### src/rtl/seg_pkg.sv
// seg_pkg: shared definitions for the 4-digit multiplexed display scan
// controller (seg_scan_ctrl) and its phase timer (scan_timer).
//   scan_state_t  : FSM state encoding (IDLE / BLANK / SHOW)
//   BCD_BLANK     : decoder code that turns every segment off
//   NUM_DIGITS    : number of digits sharing the decoder
//   cnt_width()   : phase counter width for a given DIV / BLANK_CYC pair
//   digit_nibble(): pick digit idx out of a packed 4-digit BCD word
//   lz_suppress() : leading-zero test for digit idx of a packed word
package seg_pkg;

  typedef enum logic [1:0] {
    ST_IDLE  = 2'd0,
    ST_BLANK = 2'd1,
    ST_SHOW  = 2'd2
  } scan_state_t;

  localparam logic [3:0] BCD_BLANK  = 4'hF;
  localparam int         NUM_DIGITS = 4;

  // The counter has to reach max(div, blank_cyc)-1; div >= 2 keeps this >= 1.
  function automatic int cnt_width(input int div, input int blank_cyc);
    int m;
    m = (div > blank_cyc) ? div : blank_cyc;
    return (m <= 2) ? 1 : $clog2(m);
  endfunction

  function automatic logic [3:0] digit_nibble(input logic [15:0] value,
                                              input logic [1:0]  idx);
    logic [3:0] nib;
    case (idx)
      2'd0:    nib = value[3:0];
      2'd1:    nib = value[7:4];
      2'd2:    nib = value[11:8];
      default: nib = value[15:12];
    endcase
    return nib;
  endfunction

  // Digit idx is a leading zero when it and every more-significant digit
  // are zero. Digit 0 is never suppressed so a zero value still shows "0".
  function automatic logic lz_suppress(input logic [15:0] value,
                                       input logic [1:0]  idx);
    logic upper_zero;
    upper_zero = 1'b1;
    for (int i = 0; i < NUM_DIGITS; i++) begin
      if (i >= int'(idx) && value[4*i +: 4] != 4'h0) begin
        upper_zero = 1'b0;
      end
    end
    return upper_zero && (idx != 2'd0);
  endfunction

endpackage

### src/rtl/seg_scan_ctrl_scan_timer.sv
// scan_timer: phase counter for the display scan.
// Counts 0..LAST where LAST is DIV-1 (sel_show=1) or BLANK_CYC-1
// (sel_show=0), then wraps to 0 on the following edge.
// Ports:
//   clk      in  system clock, rising edge
//   rst      in  synchronous active-high reset (cnt -> 0)
//   clr      in  synchronous clear, holds cnt at 0 while high
//   sel_show in  1: terminal count DIV-1, 0: terminal count BLANK_CYC-1
//   cnt      out current phase count
//   tc       out high while cnt equals the selected terminal count
module scan_timer #(
  parameter int DIV       = 50000,
  parameter int BLANK_CYC = 500,
  parameter int CW        = 16
) (
  input  logic          clk,
  input  logic          rst,
  input  logic          clr,
  input  logic          sel_show,
  output logic [CW-1:0] cnt,
  output logic          tc
);

  localparam logic [CW-1:0] SHOW_LAST  = CW'(DIV - 1);
  localparam logic [CW-1:0] BLANK_LAST = CW'(BLANK_CYC - 1);

  assign tc = (cnt == (sel_show ? SHOW_LAST : BLANK_LAST));

  always_ff @(posedge clk) begin
    if (rst || clr) begin
      cnt <= '0;
    end else if (tc) begin
      cnt <= '0;
    end else begin
      cnt <= cnt + 1'b1;
    end
  end

endmodule

### src/rtl/seg_scan_ctrl.sv
// seg_scan_ctrl: time-multiplexed scan of four common-cathode digits that
// share one BCD-to-7-segment decoder.
// Each frame is four (BLANK, SHOW) pairs, digit 0 first. The BCD word is
// snapshotted on the first cycle of a frame so a frame never tears.
// Ports:
//   clk        in   system clock, rising edge
//   rst        in   synchronous active-high reset
//   en         in   scan enable, 0 forces the display dark (IDLE)
//   lz_en      in   leading-zero suppression enable (live, not snapshotted)
//   digits     in   4-digit BCD value, [3:0] is digit 0
//   bcd        out  decoder input, 4'hF blanks the decoder
//   dig        out  one-hot digit enable, bit i drives digit i
//   frame_done out  one-cycle pulse on the last SHOW cycle of digit 3
// All outputs are registered from next-state values, so each output
// matches the state entered on the same edge and no input reaches an
// output combinationally.
module seg_scan_ctrl
  import seg_pkg::*;
#(
  parameter int DIV       = 50000,
  parameter int BLANK_CYC = 500
) (
  input  logic        clk,
  input  logic        rst,
  input  logic        en,
  input  logic        lz_en,
  input  logic [15:0] digits,
  output logic [3:0]  bcd,
  output logic [3:0]  dig,
  output logic        frame_done
);

  localparam int CW = cnt_width(DIV, BLANK_CYC);
  // SHOW is only ever entered at cnt=0 and DIV >= 2, so the last SHOW
  // cycle is always reached from a SHOW cycle with cnt = DIV-2.
  localparam logic [CW-1:0] SHOW_PRE_LAST = CW'(DIV - 2);

  scan_state_t   state, state_d;
  logic [1:0]    idx, idx_d;
  logic [15:0]   snap, snap_d;
  logic [CW-1:0] cnt;
  logic          tc;
  logic          snap_cycle;
  logic [3:0]    bcd_d;
  logic [3:0]    dig_d;
  logic          frame_done_d;

  // Phase counter: cleared while idle or being disabled, so every BLANK
  // entry from IDLE starts at cnt=0.
  scan_timer #(
    .DIV       (DIV),
    .BLANK_CYC (BLANK_CYC),
    .CW        (CW)
  ) u_timer (
    .clk      (clk),
    .rst      (rst),
    .clr      (!en || state == ST_IDLE),
    .sel_show (state == ST_SHOW),
    .cnt      (cnt),
    .tc       (tc)
  );

  // First cycle of a frame; the only cycle on which digits is sampled.
  assign snap_cycle = (state == ST_BLANK) && (idx == 2'd0) && (cnt == '0);
  assign snap_d     = snap_cycle ? digits : snap;

  // State register
  always_ff @(posedge clk) begin
    if (rst) begin
      state <= ST_BLANK;
      idx   <= 2'd0;
      snap  <= 16'h0000;
    end else begin
      state <= state_d;
      idx   <= idx_d;
      snap  <= snap_d;
    end
  end

  // Next-state logic
  always_comb begin
    state_d = state;
    idx_d   = idx;
    if (!en) begin
      state_d = ST_IDLE;
      idx_d   = 2'd0;
    end else begin
      case (state)
        ST_IDLE: begin
          state_d = ST_BLANK;
          idx_d   = 2'd0;
        end
        ST_BLANK: begin
          if (tc) begin
            state_d = ST_SHOW;
          end
        end
        ST_SHOW: begin
          if (tc) begin
            state_d = ST_BLANK;
            idx_d   = idx + 2'd1;
          end
        end
        default: begin
          state_d = ST_IDLE;
          idx_d   = 2'd0;
        end
      endcase
    end
  end

  // Output logic, evaluated on the state being entered. snap_d is used so
  // the first SHOW after a snapshot already sees the new value.
  always_comb begin
    dig_d        = 4'b0000;
    bcd_d        = BCD_BLANK;
    frame_done_d = en && (state == ST_SHOW) && (idx == 2'd3) &&
                   (cnt == SHOW_PRE_LAST);
    if (state_d == ST_SHOW) begin
      dig_d = 4'b0001 << idx_d;
      // A suppressed digit keeps dig asserted so duty stays constant.
      if (lz_en && lz_suppress(snap_d, idx_d)) begin
        bcd_d = BCD_BLANK;
      end else begin
        bcd_d = digit_nibble(snap_d, idx_d);
      end
    end
  end

  // Output registers
  always_ff @(posedge clk) begin
    if (rst) begin
      bcd        <= BCD_BLANK;
      dig        <= 4'b0000;
      frame_done <= 1'b0;
    end else begin
      bcd        <= bcd_d;
      dig        <= dig_d;
      frame_done <= frame_done_d;
    end
  end

endmodule

### config.mk
export PLATFORM = sky130hd
export DESIGN_NAME = seg_scan_ctrl
export DESIGN_NICKNAME = d
export VERILOG_FILES = /design/src/rtl/seg_pkg.sv /design/src/rtl/seg_scan_ctrl_scan_timer.sv /design/src/rtl/seg_scan_ctrl.sv
export SDC_FILE = /design/constraint.sdc
export NUM_CORES = 1
export LEC_CHECK = 0
export ABC_AREA = 1
export CORE_AREA = 3 3 88 124
export DETAILED_ROUTE_END_ITERATION = 12
export DIE_AREA = 0 0 91 127
export GPL_ROUTABILITY_DRIVEN = 0
export MAX_ROUTING_LAYER = met4
export PLACE_DENSITY = 0.42
export SETUP_SLACK_MARGIN = 0.1
export SLEW_MARGIN = 20
export SYNTH_ARGS = -nofsm -noshare
export SYNTH_HDL_FRONTEND = slang
export SYNTH_HIERARCHICAL = 1
export SYNTH_SLANG_ARGS = --single-unit
### constraint.sdc
create_clock -name clk -period 6.1 [get_ports clk]
set_input_delay 1.22 -clock clk [delete_from_list [all_inputs] [get_ports clk]]
set_output_delay 1.22 -clock clk [all_outputs]
set_load 0.05 [all_outputs]
**Placed standard cells**

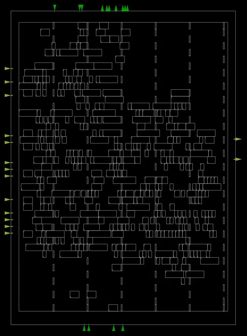
registers: 45
Finished Layout Cells: 526
fill count: 1137
row count: 43

**Where the registers sit**

Bar = 20 µm. Other sequential cells in the stronger gray, the rest of the logic in the fainter gray.
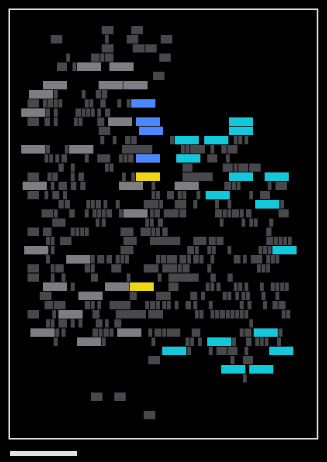
cyan -> u_timer/cnt  # flops 16
blue -> dig  # flops 4, where north
yellow -> state  # flops 2
not colored = 23
Seq/total area: 29.9%
sequential power: 0.307 mW
FF/Latch Area: 901 µm²
final core area utilization: 30.4%

==> flow_summary.yaml <==
# implementation run metrics
outcome:
  outcome: "finished, final reports clean"
detailed_routing:
  ant_nets: 0
  top_layer: "met4"
  wl_met3_um: 140
  drt-initial-drc-count: 80
  routed-wl-met2_um: 3350
  routedWlPerCell_um: 11.8
  vias: 2174
  via_per_inst: 4.13
finish:
  inv_count: 54
  layout.nonclk_buf_share_pct: 9.30
  area_delta_synth_final_pct: 23.2
  drive_gt1_share_pct: 9.46
  combGateArea_um2: 1310
  n_clock_buffer: 5
  antennaDiodeCount: 0
  lay_top_count: "nand2_1"
  clock_cell_area_share_pct: 5.02
  logic_gate_count: 256
  nNonClkBuffers: 28
  fin_area_um2: 3010
  final_layout_top_logic_cells: "nand2_1 (82), nor2_1 (71), inv_1 (50)"
  nets: 417
flow_run:
  tool_warnings: 30
timing:
  timing.clock.skew_ps: 9.45
  tightest_slew_ps: 801
  grt_setup_unrepaired: "false"
  slew_headroom_pct: 46.4
  fin_ws_ps: 3380
  fin_crit_sh_pct: 44.6
  final_hold_viol_count: 0
  slew_viol_final: 0
  finalSetupViolCount: 0
  whs_ps: 471
  fin_tns_setup_ps: 0
pwr:
  power_frac_seq_pct: 46.4
  power_leader: "registers"
  pwr-share-clk_pct: 42.6
  pg_clk_mw: 0.282
  p_sw_share_pct: 25.9
  p_total_mw: 0.661
critical_path:
  cp.required_ps: 6280
  cpPeakStageDelay_ps: 820
  cp-end-kind: "register"
  ff2ff_path_depth: 18
  startpoint: "rst"
  path_max_fanout: 21
  cpMaxStageDelayCell: "clkdlybuf4s50_1"
  start_kind: "input port"
  worstPathArrival_ps: 2900
  r2r_start: "state[0]$_SDFF_PP1_"
  reg2reg_to: "bcd[1]$_SDFF_PP1_"
  critPathCapture: "bcd[1]$_SDFF_PP1_"
die:
  ios: 29
  die_h_um: 127
  fp_util_pct: 24.7
  fp.dieW_um: 91
  nWellTaps: 135
  dieArea_um2: 11600
  coreArea_um2: 9900
global_routing:
  top_usage_layer: "met2"
  antenna_found_initial: 0
  grt_overflow_total: 0
  grt_max_degree: 22
synth:
  synth.cellmix.simpleShare_pct: 40.4
  compound_area_share_pct: 6.34
  yosysWarnings: 6
  syn_area_um2: 2450
  ys.flop_type: "dfxtp_1"
  synth_cells: 359
  ys_types: 32
  async_flop_share_pct: 0
  yosys_cells: 359
  enable_flop_cells: 0
  synth.top_cells.by_count: "nand2_1 (82), nor2_1 (71), inv_1 (50), dfxtp_1 (45), nand3_1 (24)"
  syn_nets: 386
hold_path:
  worstHoldPathType: "register to register"
  hold_start: "snap[10]$_SDFF_PP0_"
placement:
  dp.cells: 518
  place_area_um2: 2860
cts:
  clockRootBuffer: "clkbuf_16"
  clk_path_buf_depth: 2
  cts.clk_slew.worst_paths_ps: 70
  clkLatencyLatePin_ps: 290
  cts_buffers: 5
  cts_setup_buffers: 0
Power is estimated from default activity; no workload was simulated.
